## src/rtl/ime_scan_ctrl_pkg.sv

```systemverilog
// Shared defaults and FSM encoding for the integer-ME scan sequencer.
// The early-termination option is selected with IME_EARLY_TERM_EN.
package ime_scan_ctrl_pkg;

  localparam int PE_NUM_DEF   = 4;
  localparam int IMVD_LEN_DEF = 7;
  localparam int SAD4X4_LEN   = 16;
  localparam int IME_SR_W     = 8;
  localparam int IME_SR_H     = 4;
  localparam int IME_PE_LAT   = 3;

  typedef enum logic [2:0] {
    ST_IDLE  = 3'd0,
    ST_CLR   = 3'd1,
    ST_SCAN  = 3'd2,
    ST_DRAIN = 3'd3,
    ST_DONE  = 3'd4
  } scan_state_e;

  // Counter width able to hold values 0..n-1 (at least one bit).
  function automatic int cnt_w(input int n);
    return (n < 2) ? 1 : $clog2(n);
  endfunction

endpackage

```

## src/rtl/ime_scan_dly.sv

```systemverilog
// Fixed-depth {valid,x,y} shift line aligning issued positions with PE-array costs.
// Valid bits are cleared on rst so an aborted scan leaves no stale costs behind.
module ime_scan_dly #(
  parameter int DEPTH = 3,
  parameter int W     = 7
) (
  input  logic         clk,
  input  logic         rst,
  input  logic         v_i,
  input  logic [W-1:0] x_i,
  input  logic [W-1:0] y_i,
  output logic         v_o,
  output logic [W-1:0] x_o,
  output logic [W-1:0] y_o
);

  logic [DEPTH-1:0]        v_sr;
  logic [DEPTH-1:0][W-1:0] x_sr;
  logic [DEPTH-1:0][W-1:0] y_sr;

  always_ff @(posedge clk) begin
    if (rst) begin
      v_sr <= '0;
      x_sr <= '0;
      y_sr <= '0;
    end else begin
      v_sr[0] <= v_i;
      x_sr[0] <= x_i;
      y_sr[0] <= y_i;
      for (int i = 1; i < DEPTH; i++) begin
        v_sr[i] <= v_sr[i-1];
        x_sr[i] <= x_sr[i-1];
        y_sr[i] <= y_sr[i-1];
      end
    end
  end

  assign v_o = v_sr[DEPTH-1];
  assign x_o = x_sr[DEPTH-1];
  assign y_o = y_sr[DEPTH-1];

endmodule

```

## src/rtl/ime_scan_ctrl.sv

```systemverilog
// Full-search IME scan sequencer: walks the window row by row, PE_NUM columns per step,
// and drives the min-cost selector controls. Optional IME_EARLY_TERM_EN stops on threshold.
module ime_scan_ctrl
  import ime_scan_ctrl_pkg::*;
#(
  parameter int PE_NUM   = PE_NUM_DEF,
  parameter int IMVD_LEN = IMVD_LEN_DEF,
  parameter int SR_W     = IME_SR_W,
  parameter int SR_H     = IME_SR_H,
  parameter int PE_LAT   = IME_PE_LAT
) (
  input  logic                  clk,
  input  logic                  rst,
  input  logic                  start_i,
  input  logic                  ref_rdy_i,
  input  logic [SAD4X4_LEN-1:0] best_cost_i,
  input  logic [SAD4X4_LEN-1:0] thr_i,
  output logic                  busy_o,
  output logic                  row_start_o,
  output logic [IMVD_LEN-1:0]   pos_x_o,
  output logic [IMVD_LEN-1:0]   pos_y_o,
  output logic                  pos_v_o,
  output logic                  rst_mux_o,
  output logic                  cost_v_o,
  output logic [IMVD_LEN-1:0]   mvd_x_o,
  output logic [IMVD_LEN-1:0]   mvd_y_o,
  output logic                  done_o
);

  localparam int DW = cnt_w(PE_LAT);
  localparam logic [IMVD_LEN-1:0] X_MIN  = IMVD_LEN'(-SR_W);
  localparam logic [IMVD_LEN-1:0] X_LAST = IMVD_LEN'(SR_W - PE_NUM);
  localparam logic [IMVD_LEN-1:0] X_STEP = IMVD_LEN'(PE_NUM);
  localparam logic [IMVD_LEN-1:0] Y_MIN  = IMVD_LEN'(-SR_H);
  localparam logic [IMVD_LEN-1:0] Y_LAST = IMVD_LEN'(SR_H - 1);
  localparam logic [DW-1:0]       DRAIN_END = DW'(PE_LAT - 1);

  scan_state_e         state_reg, state_next;
  logic [IMVD_LEN-1:0] x_reg, y_reg;
  logic [DW-1:0]       drain_cnt_reg;
  logic                issue, last_issue, et_hit;

  assign issue      = (state_reg == ST_SCAN) && ref_rdy_i;
  assign last_issue = issue && (x_reg == X_LAST) && (y_reg == Y_LAST);

`ifdef IME_EARLY_TERM_EN
  // The selector minimum is meaningless until the first costs of this MB have
  // arrived, so the threshold is ignored until PE_LAT+1 cycles after CLR.
  localparam int AW = $clog2(PE_LAT + 2);
  localparam logic [AW-1:0] AGE_OK = AW'(PE_LAT + 1);
  logic [AW-1:0] age_reg;

  always_ff @(posedge clk) begin
    if (rst)
      age_reg <= '0;
    else if (state_reg == ST_CLR)
      age_reg <= AW'(1);
    else if (age_reg != AGE_OK)
      age_reg <= age_reg + AW'(1);
  end

  assign et_hit = (state_reg == ST_SCAN) && (age_reg == AGE_OK) && (best_cost_i < thr_i);
`else
  logic unused_et;
  assign unused_et = ^{best_cost_i, thr_i};
  assign et_hit    = 1'b0;
`endif

  always_ff @(posedge clk) begin
    if (rst) begin
      state_reg     <= ST_IDLE;
      x_reg         <= '0;
      y_reg         <= '0;
      drain_cnt_reg <= '0;
    end else begin
      state_reg     <= state_next;
      drain_cnt_reg <= (state_reg == ST_DRAIN) ? drain_cnt_reg + DW'(1) : '0;
      if (state_reg == ST_CLR) begin
        x_reg <= X_MIN;
        y_reg <= Y_MIN;
      end else if (issue) begin
        if (x_reg == X_LAST) begin
          x_reg <= X_MIN;
          y_reg <= y_reg + IMVD_LEN'(1);
        end else begin
          x_reg <= x_reg + X_STEP;
        end
      end
    end
  end

  always_comb begin
    state_next = state_reg;
    case (state_reg)
      ST_IDLE:  if (start_i) state_next = ST_CLR;
      ST_CLR:   state_next = ST_SCAN;
      ST_SCAN:  if (last_issue || et_hit) state_next = ST_DRAIN;
      ST_DRAIN: if (drain_cnt_reg == DRAIN_END) state_next = ST_DONE;
      ST_DONE:  state_next = ST_IDLE;
      default:  state_next = ST_IDLE;
    endcase
  end

  assign busy_o      = (state_reg == ST_CLR) || (state_reg == ST_SCAN) || (state_reg == ST_DRAIN);
  assign rst_mux_o   = (state_reg == ST_CLR);
  assign done_o      = (state_reg == ST_DONE);
  assign pos_v_o     = issue;
  assign pos_x_o     = x_reg;
  assign pos_y_o     = y_reg;
  assign row_start_o = issue && (x_reg == X_MIN);

  ime_scan_dly #(
    .DEPTH (PE_LAT),
    .W     (IMVD_LEN)
  ) u_dly (
    .clk (clk),
    .rst (rst),
    .v_i (issue),
    .x_i (x_reg),
    .y_i (y_reg),
    .v_o (cost_v_o),
    .x_o (mvd_x_o),
    .y_o (mvd_y_o)
  );

endmodule

```

## config.mk

```make
export PLATFORM = sky130hd
export DESIGN_NAME = ime_scan_ctrl
export DESIGN_NICKNAME = d
export VERILOG_FILES = /design/src/rtl/ime_scan_ctrl_pkg.sv /design/src/rtl/ime_scan_dly.sv /design/src/rtl/ime_scan_ctrl.sv
export SDC_FILE = /design/constraint.sdc
export NUM_CORES = 1
export LEC_CHECK = 0
export CORE_UTILIZATION = 43
export CTS_BUF_LIST = sky130_fd_sc_hd__clkbuf_4
export CTS_CLUSTER_SIZE = 40
export DETAILED_ROUTE_END_ITERATION = 8
export HOLD_SLACK_MARGIN = 0.1
export PLACE_DENSITY = 0.77
export RECOVER_POWER = 100
export SLEW_MARGIN = 25
export SYNTH_ARGS = -nofsm -noshare
export SYNTH_HDL_FRONTEND = slang
export SYNTH_SLANG_ARGS = --single-unit
```

## constraint.sdc

```tcl
create_clock -name clk -period 1.5 [get_ports clk]
set_input_delay 0.45 -clock clk [delete_from_list [all_inputs] [get_ports clk]]
set_output_delay 0.45 -clock clk [all_outputs]
set_load 0.005 [all_outputs]
```

==> run_1/floorplan.png <==
Pins as bars on the die edge.
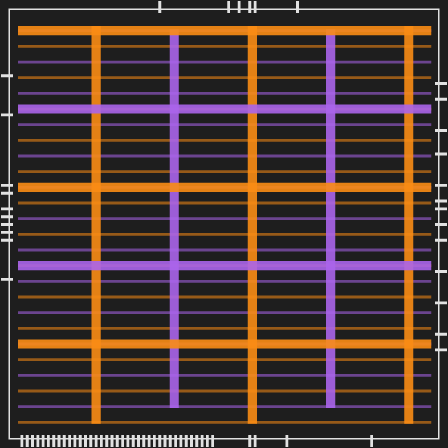
legend:
  purple:
    net: VDD
  orange:
    net: VSS
signal pins: 70
rows: 25
met5 straps: 5
met1 rails: 26

==> run_1/gates.png <==
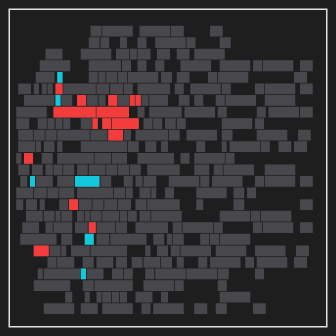
legend:
  red:
    family: nand cells
    cells: 15
    most_used: nand4_1
  cyan:
    family: inv cells
    cells: 6
    most_used: inv_1

==> run_1/m1.png <==
Supply wires on this layer in gray.
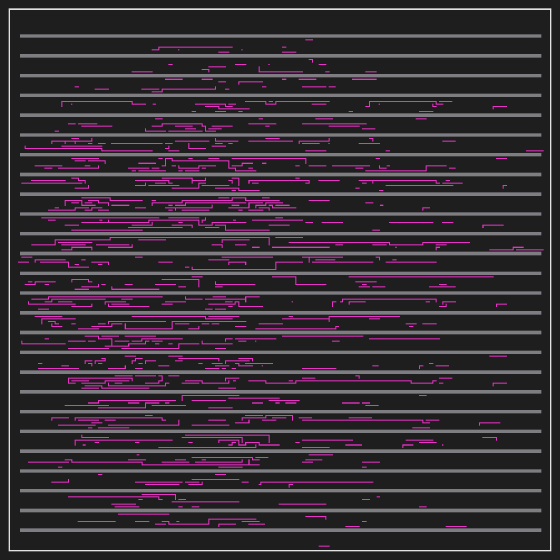
share of all routed wire: 42%
wire length on this layer: 1870 um

==> out/metrics.cfg, run 1 <==
[yosys]
async_flop_share_pct = 0
ys_chip_area_um2 = 2248
xor_share_pct = 1.948
flop_cell = dfxtp_1
edf_count = 0
syn-num-nets = 257
logic_family = simple AND/OR/NAND/NOR gates
synthAoiAreaFrac_pct = 6.010
synth.avg_cell_area_um2 = 10.41

[flow_run]
cap_violations = 0
stage_log_warnings = 63

[detailed_routing]
drt_pre_antenna_iters = 4
drt-total-wl_um = 4450
drt.antenna.violating_nets = 0
vias = 1693
via_per_inst = 4.690
drt_iter0_markers = 75

[power_and_ir_drop]
power.density_cell_area_nw_per_um2 = 1064
p_clk_share_pct = 33.7

[clock_tree]
cts_sinks = 64
ctsHoldBuffers = 0
cts_tree = done
cts_buffers = 9
post_cts_resized = 111

[outcome]
status = finished, violations left
violations = negative setup slack

[setup_path]
cp_cell_sequence = nand4bb_4, inv_2, buf_4, buf_4, buf_4, buf_6
timing.rr.end = pos_y_o[6]$_SDFFE_PP0P_

[timing]
fin_ws_ns = -0.3630
report.final.setup_viol = 13
finalClockPeriodUsage_pct = 124.2
period_needed_ns = 1.863

[floorplanning]
chipArea_um2 = 5522
die_x_um = 74.31
core_area_um2 = 4880

[placement]
place_hpwl_um = 2586
placed_cell_area_um2 = 2816
place_ws_ns = -0.8170

[grt]
grt_max_degree = 30

[hold_path]
min_path_type = reg -> reg

[finish]
layout_top_cell = dfxtp_1

-- run 1: stage by stage --
| step | TNS (ns) | std cells | hold slack, ns | utilization, % |
|---|---|---|---|---|
| after CTS | -1.651 | 359 | 0.4193 | 64.00 |
| after global placement | -5.667 | 326 | 0.4004 | 57.72 |
| after global routing | -3.048 | 361 | 0.4517 | 64.56 |
| after detailed placement | -6.458 | 326 | 0.4138 | 57.72 |
| final | -1.907 | 361 | 0.4241 | 64.56 |
| after floorplan | -0.0006883 | 216 | 0.3925 | - |
-- run 1: worst max path at each step --
stage	slack (ns)	cells after the start	startpoint	end
floorplan	-0.0007	6	state_reg[0]$_SDFFE_PP0P_	row_start_o
global placement	-0.79	6	ref_rdy_i	row_start_o
detailed placement	-0.82	6	ref_rdy_i	row_start_o
CTS	-0.37	4	state_reg[2]$_SDFFE_PP0P_	rst_mux_o
global route	-0.44	6	state_reg[0]$_SDFFE_PP0P_	row_start_o
finish	-0.36	6	state_reg[2]$_SDFFE_PP0P_	pos_v_o
-- run 1: routing by layer --
| layer | up-vias | track usage (%) | routed length (um) |
|---|---|---|---|
| met5 | - | 0 | 0 |
| met4 | 0 | 13.21 | 159 |
| met3 | 18 | 4.336 | 238 |
| met2 | 57 | 28.18 | 2184 |
| met1 | 772 | 20.20 | 1868 |
| li1 | 846 | - | - |
-- run 1: area by class of cell --
| class | instances | area [um^2] | area share [%] |
|---|---|---|---|
| clock inverters | 4 | 45.04 | 1.430 |
| inverters | 6 | 37.54 | 1.191 |
| well taps | 67 | 83.83 | 2.661 |
| repair buffers | 85 | 690.7 | 21.92 |
| flip-flops and latches | 64 | 1319 | 41.86 |
| clock buffers | 12 | 90.09 | 2.859 |
| multi-input cells | 123 | 884.6 | 28.08 |
==> run 2: changes to the inputs <==
--- a/config.mk
+++ b/config.mk
@@ -5,6 +5,7 @@
 export SDC_FILE = /design/constraint.sdc
 export NUM_CORES = 1
 export LEC_CHECK = 0
+export ABC_CLOCK_PERIOD_IN_PS = 1500
 export CORE_UTILIZATION = 43
 export CTS_BUF_LIST = sky130_fd_sc_hd__clkbuf_4
 export CTS_CLUSTER_SIZE = 40
==> run_2/clock_nets.png <==
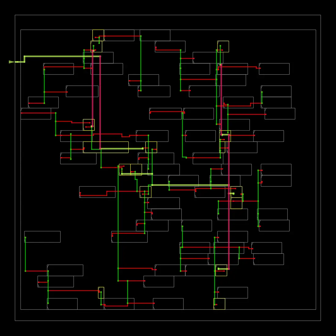
Clock Power: 1130 uW
Sinks on Clock Net: 64
flop count: 64

==> out/metrics.cfg, run 2 <==
[yosys]
ys_chip_area_um2 = 2248
syn-num-nets = 257
async_flop_share_pct = 0
synthAoiAreaFrac_pct = 6.010
synth.avg_cell_area_um2 = 10.41
flop_cell = dfxtp_1
xor_share_pct = 1.948
edf_count = 0
logic_family = simple AND/OR/NAND/NOR gates

[placement]
place_hpwl_um = 2586
place_ws_ns = -0.8170
numPlacedInstances = 326

[clock_tree]
cts_tree = done
cts_buffers = 9

[grt]
grt.met1_usage_pct = 20.20
use_met3_pct = 4.336
grt_max_degree = 30
grt_use_met2_pct = 28.18

[timing]
fin_ws_ns = -0.3630
hold_slack_ns = 0.4241
report.final.setup_viol = 13
tns_ns = -1.907
finalClockPeriodUsage_pct = 124.2

[finish]
layoutNonFillerInstCount = 361
layout_top_cell = dfxtp_1
mi_logic_area_um2 = 884.6
flop_area_um2 = 1319
fin_util_pct = 64.56

[flow_run]
cap_violations = 0
stage_log_warnings = 63

[power_and_ir_drop]
sw_frac_of_total_pct = 23.93
power.density_cell_area_nw_per_um2 = 1064
p_clk_share_pct = 33.7

[floorplanning]
chipArea_um2 = 5522
io_pins = 70
die_x_um = 74.31

[detailed_routing]
drt-total-wl_um = 4450
drt.antenna.violating_nets = 0
drt_pre_antenna_iters = 4
vias = 1693
drt_iter0_markers = 75

[setup_path]
worstSetupPathType = reg -> out

[hold_path]
min_path_type = reg -> reg

[outcome]
status = finished, violations left
violations = negative setup slack

==> run_2/ff_map.png <==
Other sequential cells in the stronger gray, the rest of the logic in the fainter gray.
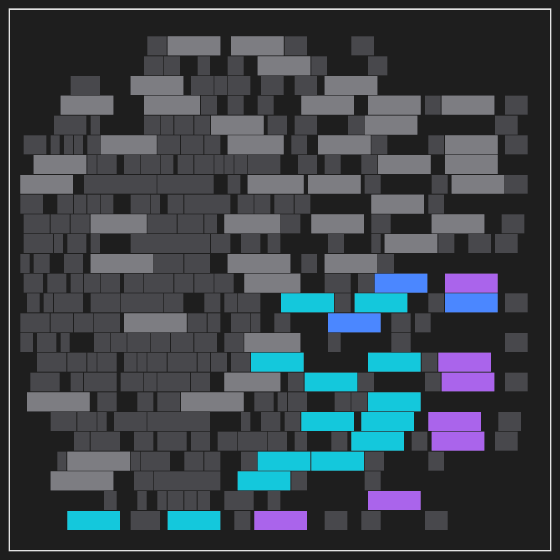
legend:
  blue:
    netlist_name: u_dly.v_sr
    sequential_cells: 3
  cyan:
    netlist_name: u_dly.x_sr
    sequential_cells: 14
  purple:
    netlist_name: u_dly.x_o
    sequential_cells: 7
    where: bottom right

run 2: cell counts in the layout (fill, tap and decap cells not counted):
Identical to the previous run, type by type.
run 2: area by class of cell:
type,instances,share of cell area [%]
Clock buffer,12,2.859
Clock inverter,4,1.430
Inverter,6,1.191
Multi-Input combinational cell,123,28.08
Sequential cell,64,41.86
Tap cell,67,2.661
Timing Repair Buffer,85,21.92
run 2: cell families (layout without fill, tap and decap cells):
kind of cell | after synthesis | after routing
fa+ha+maj | 5 | 5
xor+xnor | 5 | 5
simple gates | 89 | 89
flops | 64 | 64
mux | 1 | 1
buf+inv | 29 | 107
compound gates | 23 | 23
run 2: layer usage:
layer | share of wire [%] | up-vias
li1 | - | 846
met1 | 42 | 772
met2 | 49 | 57
met3 | 5.3 | 18
met4 | 3.6 | 0
met5 | 0 | -
run 2: worst max-delay path, cell delays in order, from the launching register on:
cell       delay, ns
dfxtp_1         0.36
nand4bb_4       0.16
inv_2           0.05
buf_4           0.12
buf_4           0.12
buf_4           0.12
buf_6           0.10
run 2: final timing paths:
check / start / to / slack [ns] / cells past startpoint
min: drain_cnt_reg[0]$_SDFF_PP0_ / drain_cnt_reg[0]$_SDFF_PP0_ / 0.42 / 1
min reg2reg: drain_cnt_reg[0]$_SDFF_PP0_ / drain_cnt_reg[0]$_SDFF_PP0_ / 0.42 / 1
max reg2reg: state_reg[0]$_SDFFE_PP0P_ / pos_y_o[6]$_SDFFE_PP0P_ / -0.18 / 7
max: state_reg[2]$_SDFFE_PP0P_ / pos_v_o / -0.36 / 6
run 2: repair_timing:
item,in CTS,in global routing
cloned,0,0
pin swaps,9,11
resized,111,19
setup endpoints to repair,43,21
hold buffers,0,0
setup buffers,18,5
Power and IR drop assume default switching activity.
